`config.mk`:
```
export PLATFORM = sky130hd
export DESIGN_NAME = bf16_norm
export DESIGN_NICKNAME = d
export VERILOG_FILES = /design/src/rtl/bf16_norm.sv
export SDC_FILE = /design/constraint.sdc
export NUM_CORES = 1
export LEC_CHECK = 0
export ABC_AREA = 0
export CAP_MARGIN = 30
export CORE_UTILIZATION = 25
export CTS_CLUSTER_SIZE = 20
export DETAILED_ROUTE_END_ITERATION = 7
export PLACE_DENSITY = 0.47
export SLEW_MARGIN = 15
export SYNTH_ARGS = -nofsm -noshare
export SYNTH_HDL_FRONTEND = slang
export SYNTH_SLANG_ARGS = --single-unit
```
`constraint.sdc`:
```
create_clock -name clk -period 5.8 [get_ports clk]
set_clock_uncertainty 0.1 [all_clocks]
set_input_delay 0.58 -clock clk [delete_from_list [all_inputs] [get_ports clk]]
set_output_delay 0.58 -clock clk [all_outputs]
set_load 0.01 [all_outputs]
```
`src/rtl/bf16_norm.sv`:
```
// BF16 post-add normalisation: leading-zero count, shift, exponent adjust, pack.
// Define BF16_NORM_RNE_EN for round-to-nearest-even; otherwise the fraction is truncated.

module lzc #(
    parameter int W  = 16,
    parameter int CW = $clog2(W + 1)
) (
    input  logic [W-1:0]  data,
    output logic [CW-1:0] count
);
    generate
        if (W == 2) begin : g_leaf
            always_comb begin
                case (data)
                    2'b00:   count = CW'(2);
                    2'b01:   count = CW'(1);
                    default: count = CW'(0);
                endcase
            end
        end else begin : g_tree
            localparam int HW  = W / 2;
            localparam int HCW = $clog2(HW + 1);
            logic [HCW-1:0] count_hi;
            logic [HCW-1:0] count_lo;

            lzc #(.W(HW)) u_hi (.data(data[W-1:HW]), .count(count_hi));
            lzc #(.W(HW)) u_lo (.data(data[HW-1:0]), .count(count_lo));

            // Only when the upper half is all zeros does the lower half contribute.
            always_comb begin
                if (count_hi == HCW'(HW))
                    count = CW'(HW) + CW'(count_lo);
                else
                    count = CW'(count_hi);
            end
        end
    endgenerate
endmodule

module bf16_norm #(
    parameter int W    = 16,
    parameter int LZ_W = $clog2(W + 1)
) (
    input  logic          clk,
    input  logic          rst,
    input  logic          valid_i,
    output logic          ready_o,
    input  logic          sign_i,
    input  logic [8:0]    exp_i,
    input  logic [W-1:0]  mant_i,
    output logic          valid_o,
    input  logic          ready_i,
    output logic [15:0]   res_o,
    output logic          zero_o,
    output logic          of_o,
    output logic          uf_o
);
    logic            s1_valid;
    logic            s1_sign;
    logic [8:0]      s1_exp;
    logic [W-1:0]    s1_mant;
    logic [LZ_W-1:0] s1_lz;
    logic            s1_mzero;
    logic [LZ_W-1:0] lz;

    logic            s2_adv;
    logic            s1_adv;

    logic [LZ_W-1:0] shift;
    logic [W-1:0]    norm;
    logic [9:0]      nexp;
    logic            dropped;
    logic            take_zero;
    logic            take_uf;
    logic [6:0]      frac;
    logic [6:0]      frac_r;
    logic [9:0]      exp_r;
    logic            unused_bits;

    logic [15:0]     res_n;
    logic            zero_n;
    logic            of_n;
    logic            uf_n;

    lzc #(.W(W), .CW(LZ_W)) u_lzc (.data(mant_i), .count(lz));

    assign s2_adv  = ~valid_o | ready_i;
    assign s1_adv  = ~s1_valid | s2_adv;
    assign ready_o = s1_adv;

    always_ff @(posedge clk or posedge rst) begin
        if (rst) begin
            s1_valid <= 1'b0;
            s1_sign  <= 1'b0;
            s1_exp   <= '0;
            s1_mant  <= '0;
            s1_lz    <= '0;
            s1_mzero <= 1'b0;
        end else if (s1_adv) begin
            s1_valid <= valid_i;
            if (valid_i) begin
                s1_sign  <= sign_i;
                s1_exp   <= exp_i;
                s1_mant  <= mant_i;
                s1_lz    <= lz;
                s1_mzero <= (mant_i == '0);
            end
        end
    end

    // A nonzero, non-carry magnitude has lz >= 1, so shift never wraps where it is used.
    assign shift = s1_lz - LZ_W'(1);

    always_comb begin
        norm      = '0;
        nexp      = '0;
        dropped   = 1'b0;
        take_zero = 1'b0;
        take_uf   = 1'b0;
        if (s1_mzero) begin
            take_zero = 1'b1;
        end else if (s1_exp == '0) begin
            take_uf = 1'b1;
        end else if (s1_mant[W-1]) begin
            norm    = s1_mant >> 1;
            dropped = s1_mant[0];
            nexp    = {1'b0, s1_exp} + 10'd1;
        end else if ({1'b0, s1_exp} > 10'(shift)) begin
            norm = s1_mant << shift;
            nexp = {1'b0, s1_exp} - 10'(shift);
        end else begin
            take_uf = 1'b1;
        end
    end

    assign frac = norm[W-3:W-9];

`ifdef BF16_NORM_RNE_EN
    logic       guard;
    logic       sticky;
    logic       round_up;
    logic [7:0] frac_sum;

    assign guard       = norm[W-10];
    assign sticky      = dropped | (|norm[W-11:0]);
    assign round_up    = guard & (sticky | frac[0]);
    assign frac_sum    = {1'b0, frac} + 8'(round_up);
    assign frac_r      = frac_sum[6:0];
    assign exp_r       = nexp + 10'(frac_sum[7]);
    assign unused_bits = ^norm[W-1:W-2];
`else
    assign frac_r      = frac;
    assign exp_r       = nexp;
    assign unused_bits = ^{norm[W-1:W-2], norm[W-10:0], dropped};
`endif

    always_comb begin
        res_n  = {s1_sign, exp_r[7:0], frac_r};
        zero_n = 1'b0;
        of_n   = 1'b0;
        uf_n   = 1'b0;
        if (take_zero || take_uf) begin
            res_n  = {s1_sign, 15'h0};
            zero_n = 1'b1;
            uf_n   = take_uf;
        end else if (exp_r >= 10'd255) begin
            res_n = {s1_sign, 8'hFF, 7'h0};
            of_n  = 1'b1;
        end
    end

    // Output register only loads when downstream can take it, so a stall freezes the result.
    always_ff @(posedge clk or posedge rst) begin
        if (rst) begin
            valid_o <= 1'b0;
            res_o   <= '0;
            zero_o  <= 1'b0;
            of_o    <= 1'b0;
            uf_o    <= 1'b0;
        end else if (s2_adv) begin
            valid_o <= s1_valid;
            if (s1_valid) begin
                res_o  <= res_n;
                zero_o <= zero_n;
                of_o   <= of_n;
                uf_o   <= uf_n;
            end
        end
    end
endmodule

```
met2.png
Drawn at 3 px/um. Cells faint in the background.
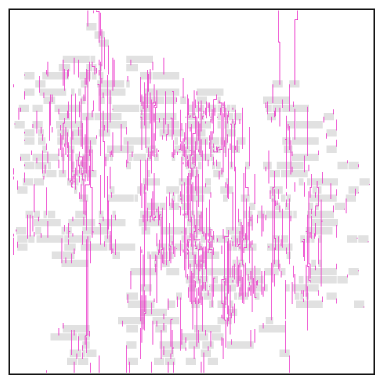
longest straight run: 36.9 um
main direction: vertical
nets with wire on the layer: 369
share of all routed wire: 43%

port_nets.png
Drawn at 3 px/um.
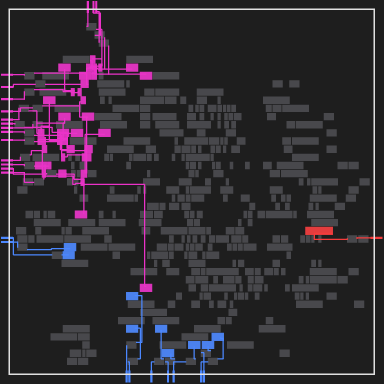
legend:
  mant_i:
    colour: magenta
    bits: 16
    direction: input
    edge: 13 left, 3 top
    end_cells: 36
    buffers: 16
    wire: 581 um
  of_o:
    colour: red
    bits: 1
    direction: output
    edge: right
    end_cells: 1
    buffers: 1
    wire: 24.9 um
  exp_i:
    colour: blue
    bits: 9
    direction: input
    edge: 7 bottom, 2 left
    end_cells: 9
    buffers: 9
    wire: 146 um

zoom.png
Region (81, 81) to (101, 101) um. Cells in grey, sequential cells in the stronger grey; small squares are vias.
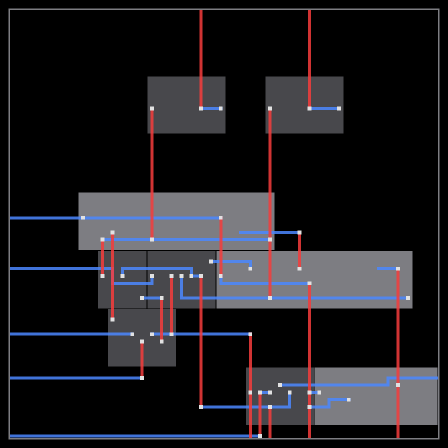
legend:
  met1:
    colour: blue
  met2:
    colour: red
most frequent: dfrtp_1 (3), a22o_1 (2), clkdlybuf4s50_1 (2)
netlist names of flops here include: res_o (3)
cells with their middle in the window: 9
sequential cells in the window: 3

metal_stack.png
Drawn at 4 px/um. Only two layers are drawn.
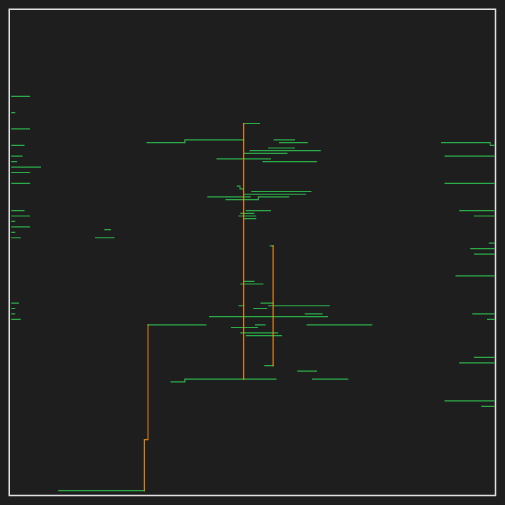
legend:
  met3:
    colour: green
    wire_length: 529 um
  met4:
    colour: orange
    wire_length: 136 um

final_clocks.png
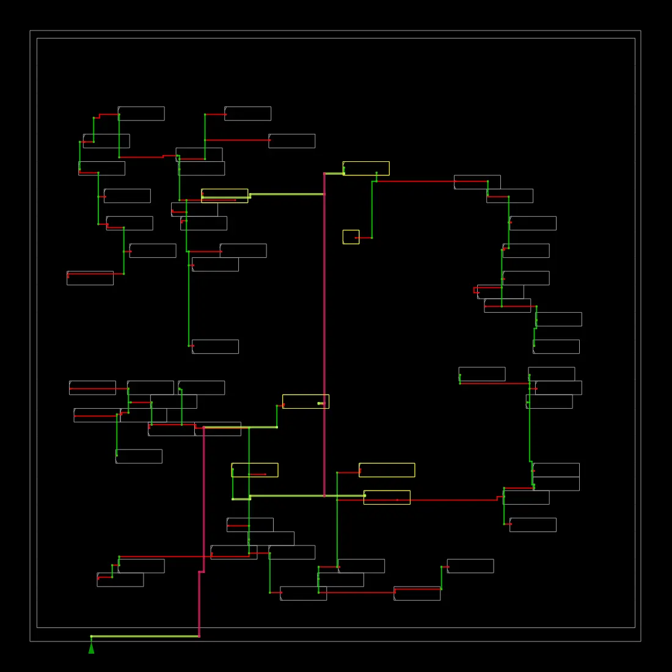
Num CTS Buffers: 5
seq_cells: 53
power in the clock group: 347 uW
layout clock buffer count: 5

## flip-flops by register name, summed over array words and instances, names as in the netlist
name      count
of_o          1
res_o        16
s1_exp        9
s1_lz         5
s1_mant      16
s1_mzero      1
s1_sign       1
s1_valid      1
uf_o          1
valid_o       1
zero_o        1
## worst max-delay path, delay by kind of cell, from the launching register on
kind | cells | cell delay [ns]
AND-OR/OR-AND | 6 | 1.54
flip-flops | 1 | 0.87
adder cells (fa/ha/maj) | 2 | 0.74
AND/OR/NAND/NOR | 1 | 0.25
XOR/XNOR | 1 | 0.42
buffers and inverters | 2 | 0.53
## report_power, final
group | internal, uW | leakage, uW | switching, uW | total, uW
clock | 203 | 0.0000803 | 144 | 347
sequential | 436 | 0.000642 | 77.3 | 513
combinational | 290 | 0.00104 | 294 | 584
total | 929 | 0.00176 | 515 | 1440
## per-stage QoR
stage	hold WS, ns	instance area [sq um]	power (uW)
6_report	0.3820	4373	1444
5_1_grt	0.4053	4373	1539
4_1_cts	0.3913	4373	1458
3_5_place_dp	0.3752	4209	1108
3_3_place_gp	0.3803	4209	1104
2_1_floorplan	0.3542	3552	905.0
## final cells by class
type	count	area (sq um)	share of cell area (%)
flip-flops and latches	53	1326	30.33
clock inverters	2	38.79	0.8870
well taps	180	225.2	5.150
clock buffers	5	125.1	2.861
multi-input cells	277	2078	47.53
inverters	15	56.30	1.288
repair buffers	53	523.0	11.96
## worst paths after layout
| path | start | endpoint | slack (ns) |
|---|---|---|---|
| min reg2reg | res_o[9] | res_o[9] | 0.38 |
| min in group asynchronous | rst | res_o[15] | 0.68 |
| max reg2reg | s1_lz[0] | res_o[6] | 1.20 |
| min | res_o[9] | res_o[9] | 0.38 |
| max | s1_lz[0] | res_o[6] | 1.20 |
| max in group asynchronous | rst | res_o[2] | 4.47 |
==> flow_summary.json <==
{
  "synthCells": 365,
  "use_met2_pct": 19.86,
  "drcViolationCount": 0,
  "adder_share_pct": 3.029,
  "wl_met3_um": 528,
  "ioPinCount": 51,
  "die_area_sq_um": 14690,
  "crit_slowest_cell": "dfrtp_1",
  "ff_type": "dfrtp_1",
  "ys_sh_xor_pct": 2.184,
  "die_h_um": 121.2,
  "yosysTopAreaCellShare_pct": 37.34,
  "final_layout_size_suffix_gt1_share_pct": 15.31,
  "die_x_um": 121.2,
  "peakVddDrop_mv": 0.1243,
  "warning_count": 27,
  "wl_met2_mm": 3.941,
  "reg2regPathDepth": 12,
  "rows": 43,
  "htree_levels": 2,
  "cp-start-kind": "flop",
  "layout_setup_ws_ns": 1.203,
  "syn_to_final_growth_pct": 23.11,
  "yosys_area_sq_um": 3552,
  "dp.cells": 578,
  "synth_nets": 403,
  "cts_root_buf": "clkbuf_16",
  "vias": 2989,
  "logic_family": "AND-OR/OR-AND gates",
  "post_cts_buffers": 0,
  "min_period_over_period_pct": 79.25,
  "nFillCells": 1467,
  "dp_hpwl_mm": 7.172,
  "use_met3_pct": 2.491,
  "cp_data_required_time_ns": 5.88,
  "worstHoldPathCells": 2,
  "core_area_sq_um": 13880,
  "fp_util_pct": 25.59,
  "grt_overflow": 0,
  "top_cells_by_count": "53 x dfrtp_1, 48 x nand2_1, 25 x a21oi_1, 25 x mux2_2",
  "synth-seq-area-share_pct": 37.34,
  "grt_pass1_wl_mm": 15.32,
  "worst_setup_path_end_kind": "flop",
  "busiest_layer": "met2",
  "simple_gate_area_share_pct": 17.47,
  "powerDensity_nw_per_um2": 330.2,
  "worst_slew_pin_slew_ns": 0.7943,
  "met1Wirelength_mm": 4.605,
  "cp_cell_sequence": "inv_1 -> ha_1 -> xor2_2 -> inv_2 -> ha_1 -> nor2b_1 -> o21ai_0 -> a21oi_1 -> o22ai_1 -> o31ai_2 -> a21oi_1 -> a32o_1",
  "drv_cap": 0,
  "hold_violations": 0,
  "outcome": "completed",
  "ctsHoldBuffers": 0,
  "fin_cells": 585,
  "fin_crit_ns": 4.597,
  "synth-async-reset-ratio_pct": 100.0,
  "topCellsByArea": "dfrtp_1 37%, mux2_2 7.9%, mux4_2 5.1%",
  "worstPathArrival_ns": 4.68,
  "gp_congestion": 0.8345,
  "n_antenna_cell": 0,
  "setup_viol": 0,
  "via_per_inst": 5.109,
  "drtIter0Drc": 131,
  "path_max_fanout": 18,
  "highest_layer": "met4",
  "synth_area_sq_um": 3552,
  "clock_latency_ns": 0.30,
  "mostFrequentLayoutCells": "53 x dfrtp_1, 50 x clkdlybuf4s50_1, 48 x nand2_1, 25 x a21oi_1, 25 x mux2_2",
  "pre_cts_slack_ns": 1.195,
  "synth_cell_type_count": 70,
  "clock_sinks": 53,
  "worst_path_largest_cell_delay_ns": 0.87,
  "cts_resized": 0,
  "compound_area_share_pct": 20.57,
  "cts_buffer_depth": 2,
  "grt_pass1_vias": 2862,
  "antenna_found_initial": 0,
  "ys.flops": 53,
  "max_clock_freq_mhz": 217.6,
  "nets": 443,
  "timing.setup.tns_ns": 0,
  "wirelength_mm": 9.211,
  "drt-pass1-iter-count": 5,
  "slew_headroom_pct": 47.05,
  "edf_count": 0,
  "grt_max_degree": 54,
  "hold_path.class": "flop to flop",
  "antenna_left": 0,
  "muxShareOfSynthArea_pct": 15.25,
  "io_buffers": 50,
  "slew_violations": 0,
  "cts_tree": "yes",
  "largest_area_cell": "dfrtp_1",
  "ys_cells": 365,
  "clkTransAtPathRegs_ns": 0.07,
  "globalRouteMet1Util_pct": 19.82,
  "yosys_warnings": 0,
  "wl_per_cell_um": 15.75,
  "leakage_uw": 0.001760,
  "yosysMostFrequentCell": "dfrtp_1",
  "track_usage_pct": 13.46,
  "avgSynthCellArea_sq_um": 9.732,
  "final_common_cell": "dfrtp_1",
  "rsz0062_at_grt": "false",
  "path_class": "flop to flop",
  "post-route-util_pct": 31.50
}
No activity file was given, so power comes from the tool's default toggle rates.
